## config.mk

```make
export PLATFORM = sky130hd
export DESIGN_NAME = dmem_arbiter
export DESIGN_NICKNAME = d
export VERILOG_FILES = /design/src/rtl/dmem_arbiter.sv
export SDC_FILE = /design/constraint.sdc
export NUM_CORES = 1
export LEC_CHECK = 0
export ABC_CLOCK_PERIOD_IN_PS = 1900
export CAP_MARGIN = 40
export CORE_MARGIN = 2
export CORE_UTILIZATION = 42
export CTS_CLUSTER_SIZE = 16
export DETAILED_ROUTE_END_ITERATION = 6
export PLACE_DENSITY = 0.86
export SLEW_MARGIN = 5
export SYNTH_ARGS = -nofsm -noshare
export SYNTH_HDL_FRONTEND = slang
export SYNTH_SLANG_ARGS = --single-unit
```

## constraint.sdc

```tcl
create_clock -name clk -period 1.9 [get_ports clk]
set_clock_uncertainty 0.1 [all_clocks]
set_input_delay 0.19 -clock clk [delete_from_list [all_inputs] [get_ports clk]]
set_output_delay 0.19 -clock clk [all_outputs]
set_load 0.01 [all_outputs]
```

## src/rtl/dmem_arbiter.sv

```systemverilog
// Purpose: arbitrates CPU load/store pulses and a held IO request onto one synchronous-read data memory.
// Latency: request sampled in IDLE at edge T, memory driven at T+1 (ACC), finish/ack and load data at T+2 (FIN).
// Backpressure: none to the CPU; one-deep pending slot, overflow drops the pulse and sets sticky cpu_ovf; IO holds io_req.
module dmem_arbiter #(
    parameter int STARVE_MAX = 8
) (
    input  logic        clk,
    input  logic        rst,
    input  logic        cpu_l_valid,
    input  logic        cpu_s_valid,
    input  logic [31:0] cpu_addr,
    input  logic [31:0] cpu_wdata,
    output logic        cpu_load_finish,
    output logic        cpu_store_finish,
    output logic [31:0] cpu_rdata,
    input  logic        io_req,
    input  logic        io_we,
    input  logic [31:0] io_addr,
    input  logic [31:0] io_wdata,
    output logic        io_ack,
    output logic [31:0] io_rdata,
    output logic [31:0] d_addr,
    output logic [31:0] d_din,
    output logic        wea,
    input  logic [31:0] d_dout,
    output logic        cpu_ovf
);

    localparam int SW = (STARVE_MAX < 1) ? 1 : $clog2(STARVE_MAX + 1);
    localparam logic [SW-1:0] STARVE_LIM = SW'(STARVE_MAX);

    typedef enum logic [1:0] {
        IDLE = 2'd0,
        ACC  = 2'd1,
        FIN  = 2'd2
    } state_t;

    state_t        state_q, state_d;

    logic          pend_vld_q, pend_vld_d;
    logic          pend_we_q, pend_we_d;
    logic [31:0]   pend_addr_q, pend_addr_d;
    logic [31:0]   pend_wdata_q, pend_wdata_d;

    logic          own_io_q, own_io_d;
    logic          op_we_q, op_we_d;
    logic [SW-1:0] starve_q, starve_d;
    logic          ovf_q, ovf_d;

    logic [31:0]   d_addr_q, d_addr_d;
    logic [31:0]   d_din_q, d_din_d;
    logic [31:0]   cpu_rdata_q, cpu_rdata_d;
    logic [31:0]   io_rdata_q, io_rdata_d;

    logic          live_vld;
    logic          live_dual;
    logic          idle;
    logic          cpu_cand;
    logic          cand_we;
    logic [31:0]   cand_addr;
    logic [31:0]   cand_wdata;
    logic          io_force;
    logic          grant_io;
    logic          grant_cpu;
    logic          grant_any;
    logic          grant_pend;
    logic          live_park;
    logic          slot_free;

    // The pending slot is older than a live pulse, so it is the CPU candidate whenever it is full.
    always_comb begin
        live_vld   = cpu_l_valid | cpu_s_valid;
        live_dual  = cpu_l_valid & cpu_s_valid;
        idle       = (state_q == IDLE);
        cpu_cand   = pend_vld_q | live_vld;
        cand_we    = pend_vld_q ? pend_we_q    : cpu_s_valid;
        cand_addr  = pend_vld_q ? pend_addr_q  : cpu_addr;
        cand_wdata = pend_vld_q ? pend_wdata_q : cpu_wdata;
        io_force   = io_req & (starve_q == STARVE_LIM);
        grant_io   = idle & io_req & (~cpu_cand | io_force);
        grant_cpu  = idle & cpu_cand & ~grant_io;
        grant_any  = grant_io | grant_cpu;
        grant_pend = grant_cpu & pend_vld_q;
        live_park  = live_vld & ~(grant_cpu & ~pend_vld_q);
        slot_free  = ~pend_vld_q | grant_pend;
    end

    always_ff @(posedge clk) begin
        if (rst) begin
            state_q <= IDLE;
        end else begin
            state_q <= state_d;
        end
    end

    always_comb begin
        state_d = state_q;
        unique case (state_q)
            IDLE:    if (grant_any) state_d = ACC;
            ACC:     state_d = FIN;
            FIN:     state_d = IDLE;
            default: state_d = IDLE;
        endcase
    end

    always_comb begin
        wea              = (state_q == ACC) & op_we_q;
        cpu_load_finish  = (state_q == FIN) & ~own_io_q & ~op_we_q;
        cpu_store_finish = (state_q == FIN) & ~own_io_q &  op_we_q;
        io_ack           = (state_q == FIN) &  own_io_q;
        // Load data is forwarded straight from memory in FIN, then held by the capture register.
        cpu_rdata        = cpu_load_finish ? d_dout : cpu_rdata_q;
        io_rdata         = (io_ack & ~op_we_q) ? d_dout : io_rdata_q;
        d_addr           = d_addr_q;
        d_din            = d_din_q;
        cpu_ovf          = ovf_q;
    end

    always_comb begin
        pend_vld_d   = pend_vld_q;
        pend_we_d    = pend_we_q;
        pend_addr_d  = pend_addr_q;
        pend_wdata_d = pend_wdata_q;
        if (grant_pend) begin
            pend_vld_d = 1'b0;
        end
        if (live_park && slot_free) begin
            pend_vld_d   = 1'b1;
            pend_we_d    = cpu_s_valid;
            pend_addr_d  = cpu_addr;
            pend_wdata_d = cpu_wdata;
        end
        // A dual pulse is carried as a store; the lost load still counts as an overflow.
        ovf_d = ovf_q | live_dual | (live_park & ~slot_free);

        own_io_d = own_io_q;
        op_we_d  = op_we_q;
        d_addr_d = d_addr_q;
        d_din_d  = d_din_q;
        if (grant_io) begin
            own_io_d = 1'b1;
            op_we_d  = io_we;
            d_addr_d = io_addr;
            d_din_d  = io_wdata;
        end else if (grant_cpu) begin
            own_io_d = 1'b0;
            op_we_d  = cand_we;
            d_addr_d = cand_addr;
            d_din_d  = cand_wdata;
        end

        starve_d = starve_q;
        if (grant_io) begin
            starve_d = '0;
        end else if (grant_cpu) begin
            if (!io_req) begin
                starve_d = '0;
            end else if (starve_q != STARVE_LIM) begin
                starve_d = starve_q + 1'b1;
            end
        end else if (idle && !io_req) begin
            starve_d = '0;
        end

        cpu_rdata_d = cpu_rdata_q;
        io_rdata_d  = io_rdata_q;
        if ((state_q == FIN) && !op_we_q) begin
            if (own_io_q) begin
                io_rdata_d = d_dout;
            end else begin
                cpu_rdata_d = d_dout;
            end
        end
    end

    always_ff @(posedge clk) begin
        if (rst) begin
            pend_vld_q   <= 1'b0;
            pend_we_q    <= 1'b0;
            pend_addr_q  <= '0;
            pend_wdata_q <= '0;
            own_io_q     <= 1'b0;
            op_we_q      <= 1'b0;
            starve_q     <= '0;
            ovf_q        <= 1'b0;
            d_addr_q     <= '0;
            d_din_q      <= '0;
            cpu_rdata_q  <= '0;
            io_rdata_q   <= '0;
        end else begin
            pend_vld_q   <= pend_vld_d;
            pend_we_q    <= pend_we_d;
            pend_addr_q  <= pend_addr_d;
            pend_wdata_q <= pend_wdata_d;
            own_io_q     <= own_io_d;
            op_we_q      <= op_we_d;
            starve_q     <= starve_d;
            ovf_q        <= ovf_d;
            d_addr_q     <= d_addr_d;
            d_din_q      <= d_din_d;
            cpu_rdata_q  <= cpu_rdata_d;
            io_rdata_q   <= io_rdata_d;
        end
    end

endmodule

```

Fig. 1: met2 routing
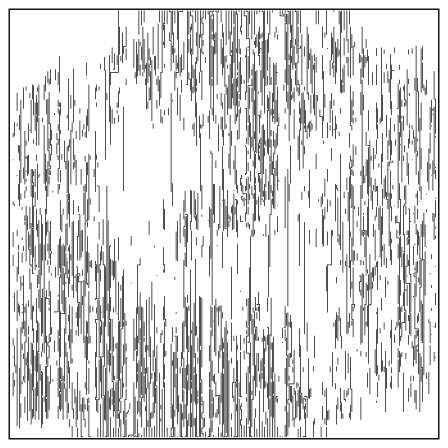
longest straight run: 60.0 um
nets with wire on the layer: 1223
share of all routed wire: 50%
wire length on this layer: 14200 um

Fig. 2: metal 3
Bar = 50 um. Cells faint in the background.
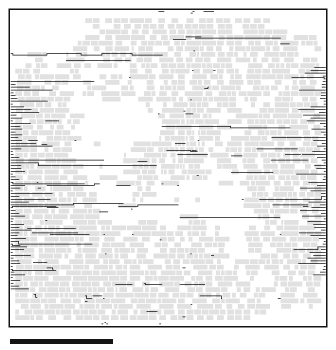
wire length on this layer: 1810 um
share of all routed wire: 6.4%
vias: 7570
met3 Resource Use GR: 0.0550
DRT Wirelength: 28.3 mm

==> job_summary.md <==
## Implementation flow summary

| Metric | Value |
|---|---|
| Non-Filler Instances | `1469` |
| Hold Fails Final Rpt | `0` |
| Syn_area_per_cell | `11.2 um2` |
| Switching pwr | `roughly 3200 uW` |
| CTS clk-pin slew, worst paths | `0.06 ns` |
| Setup violations, final | `about 98` |
| Seq/total area | `0.280` |
| Row cnt | `54` |
| Logic area | `0.00520 mm2` |
| Clkbuf count | `39` |
| Die footprint | `0.0235 mm2` |
| CP delay by family, top | `simple AND/OR/NAND/NOR gates` |
| Hold_ws | `0.174 ns` |
| Pre-CTS setup slack | `-0.277 ns` |
| Wire length on met2 | `14.2 mm` |
| Final Cell Area | `0.0145 mm2` |
| CP max-delay cell | `dfxtp_4` |
| Worst setup margin | `-0.462 ns` |
| Comb pwr share | `0.228` |
| Flop count | `203` |
| Switching power share of the total | `0.255` |
| Status | `complete, but fails checks` |
| Synth Cell Area | `approximately 0.0094 mm2` |
| Top FF cell, synth | `dfxtp_1` |
| Comb/total area | `0.358` |
| Late-Pin Clk Latency | `0.51 ns` |
| Worst Max-Slew Pin Slew | `0.478 ns` |
| Log Warnings | `31` |
| Max Cap Viol | `0` |
| Die Ht | `between 150 and 200 um` |
| Tcrit/Tclk final | `1.24` |
| Leak | `0.00609 uW` |
| Top cells by count, synth | `dfxtp_1, mux2i_1, nand2b_1` |
| Hold Crit Depth | `3` |
| Largest net degree at the start of global routing | `112` |
| RSZ-0062 raised after global routing | `true` |
| Fillers | `1586` |
| Critical Path Sink | `io_rdata[28]` |
| Non-clk bufs | `377` |
| Antenna violations before repair | `1` |
| CTS Buf Count | `24` |
| Final #Nets | `1339` |
| Syn_nets | `1003` |
| Crit path DRT | `1.61 ns` |
| Share of synthesized registers carrying an async set or reset | `0` |
| Met3 wire len | `1.81 mm` |
| Top power group | `sequential cells` |
| GR Util met2 | `0.389` |
| Cells along the critical path | `and3b_2 > nor2b_4 > buf_6 > buf_16 > mux2_4 > buf_6` |
| Hold Startpoint | `cpu_wdata[7]` |
| Util after Layout | `0.664` |
| Initial DRC Count | `between 200 and 250` |
| GRT Total Usage | `0.222` |
| Most common logic cells in the final layout | `clkdlybuf4s50_1, dfxtp_1, nand2b_1, mux2i_1, buf_6` |
| Pint | `9240 uW` |
| Busiest layer in global routing | `met2` |
| Mux share | `0.295` |
| Crit-path max FO | `8` |
| FF-to-FF End | `d_din[31]` |
| H-tree Lvls | `1` |
| RD Place Congestion | `0.792` |
| Count of library flops with an enable pin | `0` |
| Failing checks | `negative setup slack` |
| Routed length on met1 | `11.5 mm` |
| Crit path DAT | `2.07 ns` |
| Deepest clock path buffer count | `3` |
| Die Span X | `153 um` |
| Final Slew Violations | `0` |
| Post-Synthesis Cells | `835` |
| Basic Gates by Area | `0.150` |
| Complex Gates by Area | `0.0715` |
| Crit path depth | `6` |
| Origin of the worst setup path | `state_q[0]` |
| CP Launch Type | `flip-flop` |
| Grt total ovfl | `0` |
| Sequential area share after synthesis | `0.433` |
| First-pass GRT wire length | `around 43 mm` |
| Clock network area share | `0.0561` |
| Routed WL per cell | `roughly 19 um` |
| HPWL after detailed placement | `between 15 and 20 mm` |
| Max VDD drop | `roughly 0.00062 V` |
| Clock share of power | `0.382` |
| Seq group | `~4800 uW` |
Fig. 3: signal wires on met4
Supply wires on this layer in grey. Cells faint in the background.
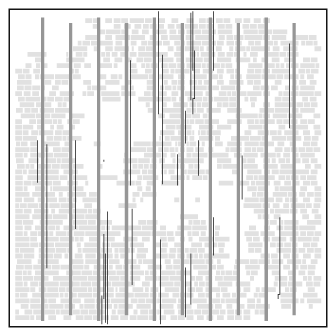
wire length on this layer: 854 um
main direction: vertical
share of all routed wire: 3.0%
longest straight run: 62.6 um

Power figures rest on the tool's default switching activity, not on a simulated workload.
